File: config.mk
export PLATFORM = sky130hd
export DESIGN_NAME = usr_irq_arb
export DESIGN_NICKNAME = d
export VERILOG_FILES = /design/src/rtl/usr_irq_pkg.sv /design/src/rtl/rr_pick.sv /design/src/rtl/usr_irq_arb.sv
export SDC_FILE = /design/constraint.sdc
export NUM_CORES = 1
export LEC_CHECK = 0
export ABC_AREA = 1
export CORE_ASPECT_RATIO = 2
export CORE_UTILIZATION = 59
export CTS_BUF_LIST = sky130_fd_sc_hd__clkbuf_8
export CTS_CLUSTER_DIAMETER = 150
export DETAILED_ROUTE_END_ITERATION = 6
export GPL_TIMING_DRIVEN = 0
export PLACE_DENSITY = 0.88
export SYNTH_ARGS = -nofsm -noshare
export SYNTH_HDL_FRONTEND = slang
export SYNTH_SLANG_ARGS = --single-unit
File: constraint.sdc
create_clock -name axil_aclk -period 3.6 [get_ports axil_aclk]
set_input_delay 1.08 -clock axil_aclk [delete_from_list [all_inputs] [get_ports axil_aclk]]
set_output_delay 1.08 -clock axil_aclk [all_outputs]
set_load 0.005 [all_outputs]
File: src/rtl/usr_irq_pkg.sv
// Shared types and widths for the user-interrupt arbiter slice.
package usr_irq_pkg;

  localparam int unsigned IRQ_VEC_W = 12;
  localparam int unsigned IRQ_FNC_W = 8;
  localparam int unsigned STAT_W    = 16;

  typedef enum logic [1:0] {
    StIdle,
    StIssue,
    StBackoff
  } arb_state_e;

  function automatic logic [STAT_W-1:0] sat_inc(input logic [STAT_W-1:0] v);
    return (&v) ? v : v + STAT_W'(1);
  endfunction

endpackage

File: src/rtl/rr_pick.sv
// Round-robin first-one search over a request vector, starting at ptr and wrapping.
module rr_pick #(
  parameter int unsigned NUM_SRC = 4,
  localparam int unsigned IDX_W  = $clog2(NUM_SRC)
) (
  input  logic [NUM_SRC-1:0] req,
  input  logic [IDX_W-1:0]   ptr,
  output logic [IDX_W-1:0]   grant_idx,
  output logic               any
);

  always_comb begin
    grant_idx = '0;
    any       = 1'b0;
    for (int unsigned k = 0; k < NUM_SRC; k++) begin
      int unsigned         j;
      logic [IDX_W-1:0]    jj;
      j = 32'(ptr) + k;
      if (j >= NUM_SRC) j = j - NUM_SRC;
      jj = IDX_W'(j);
      if (!any && req[jj]) begin
        any       = 1'b1;
        grant_idx = jj;
      end
    end
  end

endmodule

File: src/rtl/usr_irq_arb.sv
// Multi-source arbiter onto the QDMA usr_irq port with bounded retry, backoff and timeout.
module usr_irq_arb
  import usr_irq_pkg::*;
#(
  parameter int unsigned NUM_SRC   = 4,
  parameter int unsigned MAX_RETRY = 3,
  parameter int unsigned BACKOFF   = 16,
  parameter int unsigned TIMEOUT   = 1024
) (
  input  logic                           axil_aclk,
  input  logic                           axil_aresetn,
  input  logic [NUM_SRC-1:0]             src_vld,
  output logic [NUM_SRC-1:0]             src_rdy,
  input  logic [NUM_SRC*IRQ_VEC_W-1:0]   src_vec,
  input  logic [NUM_SRC*IRQ_FNC_W-1:0]   src_fnc,
  output logic [NUM_SRC-1:0]             src_done,
  output logic [NUM_SRC-1:0]             src_err,
  output logic                           usr_irq_in_vld,
  output logic [IRQ_VEC_W-1:0]           usr_irq_in_vec,
  output logic [IRQ_FNC_W-1:0]           usr_irq_in_fnc,
  input  logic                           usr_irq_out_ack,
  input  logic                           usr_irq_out_fail,
  output logic [STAT_W-1:0]              stat_ack_cnt,
  output logic [STAT_W-1:0]              stat_err_cnt,
  output logic [STAT_W-1:0]              stat_retry_cnt
);

  localparam int unsigned IDX_W = $clog2(NUM_SRC);
  localparam logic [15:0] TIMER_LAST = 16'(TIMEOUT - 1);
  localparam logic [7:0]  BO_LAST    = 8'(BACKOFF - 1);
  localparam logic [3:0]  RETRY_MAX  = 4'(MAX_RETRY);
  localparam logic [IDX_W-1:0] IDX_LAST = IDX_W'(NUM_SRC - 1);

  // Per-source slots
  logic [NUM_SRC-1:0]   pending_q, pending_d, accept, avail;
  logic [IRQ_VEC_W-1:0] slot_vec_q [NUM_SRC];
  logic [IRQ_FNC_W-1:0] slot_fnc_q [NUM_SRC];

  // Arbiter state
  arb_state_e           state_q, state_d;
  logic [IDX_W-1:0]     grant_q, grant_d;
  logic [IDX_W-1:0]     rr_ptr_q, rr_ptr_d;
  logic [3:0]           retry_q, retry_d;
  logic [15:0]          timer_q, timer_d;
  logic [7:0]           bo_q, bo_d;
  logic                 vld_q, vld_d;
  logic [IRQ_VEC_W-1:0] vec_q, vec_d;
  logic [IRQ_FNC_W-1:0] fnc_q, fnc_d;
  logic [NUM_SRC-1:0]   done_q, done_d, err_q, err_d;
  logic [STAT_W-1:0]    ack_cnt_q, ack_cnt_d, err_cnt_q, err_cnt_d, rty_cnt_q, rty_cnt_d;

  logic [IDX_W-1:0]     pick_idx;
  logic                 pick_any;

  assign accept    = src_vld & ~pending_q;
  // done/err pulses clear the slot next edge; mask it now so IDLE cannot re-grant it.
  assign avail     = pending_q & ~(done_q | err_q);
  assign pending_d = avail | accept;

  always_ff @(posedge axil_aclk or negedge axil_aresetn) begin
    if (!axil_aresetn) begin
      pending_q <= '0;
      for (int i = 0; i < NUM_SRC; i++) begin
        slot_vec_q[i] <= '0;
        slot_fnc_q[i] <= '0;
      end
    end else begin
      pending_q <= pending_d;
      for (int i = 0; i < NUM_SRC; i++) begin
        if (accept[i]) begin
          slot_vec_q[i] <= src_vec[IRQ_VEC_W*i +: IRQ_VEC_W];
          slot_fnc_q[i] <= src_fnc[IRQ_FNC_W*i +: IRQ_FNC_W];
        end
      end
    end
  end

  rr_pick #(
    .NUM_SRC (NUM_SRC)
  ) u_rr_pick (
    .req       (avail),
    .ptr       (rr_ptr_q),
    .grant_idx (pick_idx),
    .any       (pick_any)
  );

  always_comb begin
    state_d   = state_q;
    grant_d   = grant_q;
    rr_ptr_d  = rr_ptr_q;
    retry_d   = retry_q;
    timer_d   = timer_q;
    bo_d      = bo_q;
    vld_d     = vld_q;
    vec_d     = vec_q;
    fnc_d     = fnc_q;
    done_d    = '0;
    err_d     = '0;
    ack_cnt_d = ack_cnt_q;
    err_cnt_d = err_cnt_q;
    rty_cnt_d = rty_cnt_q;

    unique case (state_q)
      StIdle: begin
        vld_d = 1'b0;
        if (pick_any) begin
          grant_d  = pick_idx;
          vec_d    = slot_vec_q[pick_idx];
          fnc_d    = slot_fnc_q[pick_idx];
          rr_ptr_d = (pick_idx == IDX_LAST) ? '0 : pick_idx + IDX_W'(1);
          retry_d  = '0;
          timer_d  = '0;
          vld_d    = 1'b1;
          state_d  = StIssue;
        end
      end
      StIssue: begin
        timer_d = timer_q + 16'd1;
        // ack has priority over a simultaneous fail
        if (usr_irq_out_ack) begin
          vld_d            = 1'b0;
          done_d[grant_q]  = 1'b1;
          ack_cnt_d        = sat_inc(ack_cnt_q);
          state_d          = StIdle;
        end else if (usr_irq_out_fail || (timer_q == TIMER_LAST)) begin
          vld_d = 1'b0;
          if (retry_q < RETRY_MAX) begin
            retry_d   = retry_q + 4'd1;
            rty_cnt_d = sat_inc(rty_cnt_q);
            bo_d      = '0;
            state_d   = StBackoff;
          end else begin
            err_d[grant_q] = 1'b1;
            err_cnt_d      = sat_inc(err_cnt_q);
            state_d        = StIdle;
          end
        end
      end
      StBackoff: begin
        vld_d = 1'b0;
        if (bo_q == BO_LAST) begin
          timer_d = '0;
          vld_d   = 1'b1;
          state_d = StIssue;
        end else begin
          bo_d = bo_q + 8'd1;
        end
      end
      default: begin
        vld_d   = 1'b0;
        state_d = StIdle;
      end
    endcase
  end

  always_ff @(posedge axil_aclk or negedge axil_aresetn) begin
    if (!axil_aresetn) begin
      state_q   <= StIdle;
      grant_q   <= '0;
      rr_ptr_q  <= '0;
      retry_q   <= '0;
      timer_q   <= '0;
      bo_q      <= '0;
      vld_q     <= 1'b0;
      vec_q     <= '0;
      fnc_q     <= '0;
      done_q    <= '0;
      err_q     <= '0;
      ack_cnt_q <= '0;
      err_cnt_q <= '0;
      rty_cnt_q <= '0;
    end else begin
      state_q   <= state_d;
      grant_q   <= grant_d;
      rr_ptr_q  <= rr_ptr_d;
      retry_q   <= retry_d;
      timer_q   <= timer_d;
      bo_q      <= bo_d;
      vld_q     <= vld_d;
      vec_q     <= vec_d;
      fnc_q     <= fnc_d;
      done_q    <= done_d;
      err_q     <= err_d;
      ack_cnt_q <= ack_cnt_d;
      err_cnt_q <= err_cnt_d;
      rty_cnt_q <= rty_cnt_d;
    end
  end

  assign src_rdy        = ~pending_q;
  assign src_done       = done_q;
  assign src_err        = err_q;
  assign usr_irq_in_vld = vld_q;
  assign usr_irq_in_vec = vec_q;
  assign usr_irq_in_fnc = fnc_q;
  assign stat_ack_cnt   = ack_cnt_q;
  assign stat_err_cnt   = err_cnt_q;
  assign stat_retry_cnt = rty_cnt_q;

endmodule

==> images/placed.png <==
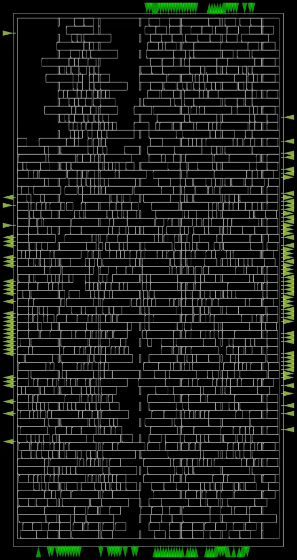
FFs & Latches: 195
Fillers: 1096
Seq area share: 41.1%
Core Rows: 65
tap cell instance count: 201

==> images/clock_wires.png <==
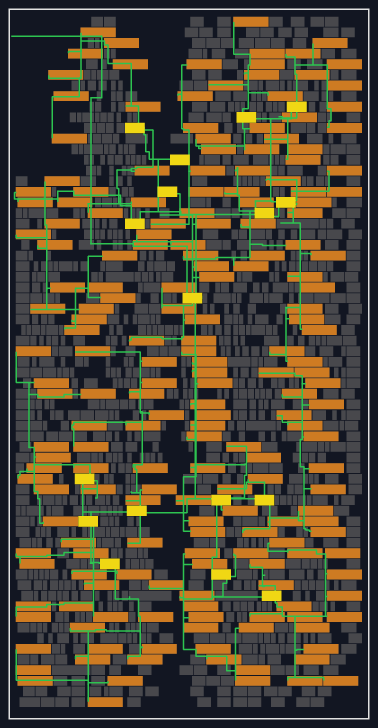
orange -> flip-flops  # count 195
yellow -> clock-net drivers  # count 17
green -> clock wires  # length 2050 um
flops lie = widely spread
worst skew pair latency: 0.46 ns
clk_skew: 0.0211 ns
clock power share: 15.4%
clock-net power: 1.50 mW

==> images/floorplan.png <==
Pins as bars on the die edge. Tap cells in gray.
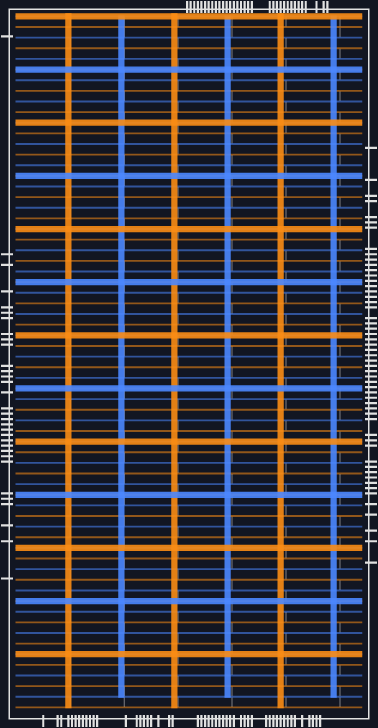
blue -> VDD
orange -> VSS
rows = 65
met4 straps = 6
met5 straps = 13
die height: 181 um
Core Region: 15700 sq um
Die Width: 91.6 um

==> flow_metrics.env <==
# implementation run metrics
export IMPL_most_common_layout_cells="nand2_1 (216), dfrtp_1 (195), clkdlybuf4s50_1 (167)"
export IMPL_power_mw=9.76
export IMPL_switchingPower_mw=4.02
export IMPL_synthTopCellsByArea="dfrtp_1 (52%), mux2_2 (9.5%), nand2_1 (8.6%)"
export IMPL_yosys_area_sq_um=9470
export IMPL_syn_inst=1000
export IMPL_worstPathRequired_ns=3.93
export IMPL_setup_tns_final_ns=0
export IMPL_crit_arrival_ns=3.03
export IMPL_ir_drop_mv=0.422
export IMPL_slew_headroom_pct=52.1
export IMPL_grt_first_pass_wirelength_mm=39.0
export IMPL_routed_wl_mm=24.1
export IMPL_slew_violations=0
export IMPL_common_cells="nand2_1 (216), dfrtp_1 (195), nand3_1 (101)"
export IMPL_grt_usage_pct=30.2
export IMPL_outcome="completed"
export IMPL_worst_setup_path_type="input port to flip-flop"
export IMPL_cts_hold_buf=0
export IMPL_wl_per_cell_um=17.2
export IMPL_ff2ff_path_depth=12
export IMPL_fp_nets=1095
export IMPL_yosysWarnings=0
export IMPL_fin_nets=1283
export IMPL_pwr_share_seq_pct=36.8
export IMPL_root_buffer="clkbuf_8"
export IMPL_reg2reg_from="src_err[2]$_DFF_PN0_"
export IMPL_async_reset_ff_share_pct=100
export IMPL_cellLeakagePower_nw=5.37
export IMPL_setup_viol=0
export IMPL_crit_start="usr_irq_out_ack"
export IMPL_numPortBuffers=168
export IMPL_combPwrFrac_pct=47.8
export IMPL_most_common_cell="nand2_1"
export IMPL_end_kind="flip-flop"
export IMPL_hold_depth=2
export IMPL_via_count=7984
export IMPL_switching_share_pct=41.2
export IMPL_cts_tree="built"
export IMPL_drive_above_1_share_pct=14.2
export IMPL_power_density_nw_per_um2=822
export IMPL_clock_path_buffers=2
export IMPL_rsz0062_at_grt="false"
export IMPL_tool_warnings=28
export IMPL_netlist_area_leader_share_pct=51.5
export IMPL_fmax_mhz=370
export IMPL_ys_seq_share_pct=51.5
export IMPL_synth_distinct_cells=37
export IMPL_syn_area_per_cell_sq_um=9.47
export IMPL_clk_pin_slew_ns=0.09
export IMPL_worst_r2r_endpoint="rr_ptr_q[1]$_DFFE_PN0P_"
export IMPL_cts_htree_levels=4
export IMPL_timing_final_hold_violations=0
export IMPL_p_int_mw=5.74
export IMPL_ys_flops=195
export IMPL_period_minus_slack_ns=2.70
export IMPL_cts_sinks=195
export IMPL_worstSetupEndpoint="stat_ack_cnt[9]$_DFFE_PN0P_"
export IMPL_ff_type="dfrtp_1"
export IMPL_rrSetupSlack_ns=1.20
export IMPL_first_iter_violations=393
export IMPL_via_per_inst=5.69
export IMPL_period_used_pct=75.0
export IMPL_maxCapViolCount=0
export IMPL_cp_max_fo=10
export IMPL_synthesis_area_sq_um=9470
## critical path, cell delays in order
cell,delay [ns]
clkdlybuf4s50_1,0.49
inv_1,0.10
nor2_1,0.31
nand2_2,0.23
inv_2,0.14
nand4_1,0.14
nor2_1,0.28
nand2_1,0.11
xnor2_1,0.14
## cell type report
class                      instances  area (sq um)
tap                              201           251
inverter                          86           325
clock inverter                    14           180
fill                            1096          3830
multi-input combinational        681          4080
clock buffer                      18           248
buffer                            38           186
sequential                       195          4880
timing repair buffer             169          1710
antenna                            1          2.50
## metal layers
metal	up-vias	GRT usage, %	share of wire [%]
li1	3734	-	-
met1	3841	29.8	34
met2	327	57.5	56
met3	82	4.92	4.8
met4	0	17.7	4.8
met5	-	0	0
## sequential cells by signal, summed over array words and instances, names as in the netlist, 12 cells and up
| signal | flops |
|---|---|
| slot_vec_q | 48 |
| slot_fnc_q | 32 |
| stat_ack_cnt | 16 |
| stat_err_cnt | 16 |
| stat_retry_cnt | 16 |
| timer_q | 16 |
| usr_irq_in_vec | 12 |
## stage by stage
| step | instance area, sq um | util [%] | worst slack [ns] | cells |
|---|---|---|---|---|
| 4_1_cts | 11900 | 75.6 | 0.915 | 1402 |
| 2_1_floorplan | 9470 | - | 1.40 | 1000 |
| 3_3_place_gp | 11400 | 72.6 | -6.43 | 1369 |
| 5_1_grt | 11900 | 75.6 | 0.785 | 1403 |
| 3_5_place_dp | 11400 | 72.8 | 0.438 | 1370 |
| 6_report | 11900 | 75.6 | 0.900 | 1403 |
## power groups by stage
stage | Combinational (mW) | Clock, mW | Sequential [mW]
finish | 4.66 | 1.50 | 3.59
global route | 5.15 | 1.61 | 3.67
CTS | 4.66 | 1.52 | 3.58
detailed placement | 4.58 | 0 | 3.61
global placement | 4.41 | 0 | 3.58
floorplan | 3.04 | 0 | 3.47
## worst min path at each step
stage,slack (ns),start,endpoint
after floorplan,0.47,timer_q[1]$_DFFE_PN0P_,timer_q[1]$_DFFE_PN0P_
after detailed placement,0.47,usr_irq_in_fnc[2]$_DFFE_PN0P_,usr_irq_in_fnc[2]$_DFFE_PN0P_
after global routing,0.52,usr_irq_in_fnc[7]$_DFFE_PN0P_,usr_irq_in_fnc[7]$_DFFE_PN0P_
final,0.49,usr_irq_in_fnc[4]$_DFFE_PN0P_,usr_irq_in_fnc[4]$_DFFE_PN0P_
after CTS,0.50,usr_irq_in_fnc[2]$_DFFE_PN0P_,usr_irq_in_fnc[2]$_DFFE_PN0P_
after global placement,0.46,usr_irq_in_fnc[0]$_DFFE_PN0P_,usr_irq_in_fnc[0]$_DFFE_PN0P_
## cells by family (layout without fill, tap and decap cells)
kind of cell / count (synthesis) / after routing / synth area share [%]
fa+ha+maj: 7 / 7 / 0.925
flops: 195 / 195 / 51.5
compound gates: 50 / 50 / 3.11
xor+xnor: 57 / 57 / 5.27
mux: 80 / 80 / 9.51
other cells: 0 / 1 / 0
simple gates: 487 / 487 / 24.2
buf+inv: 124 / 325 / 5.40
No activity file was given, so power comes from the tool's default toggle rates.
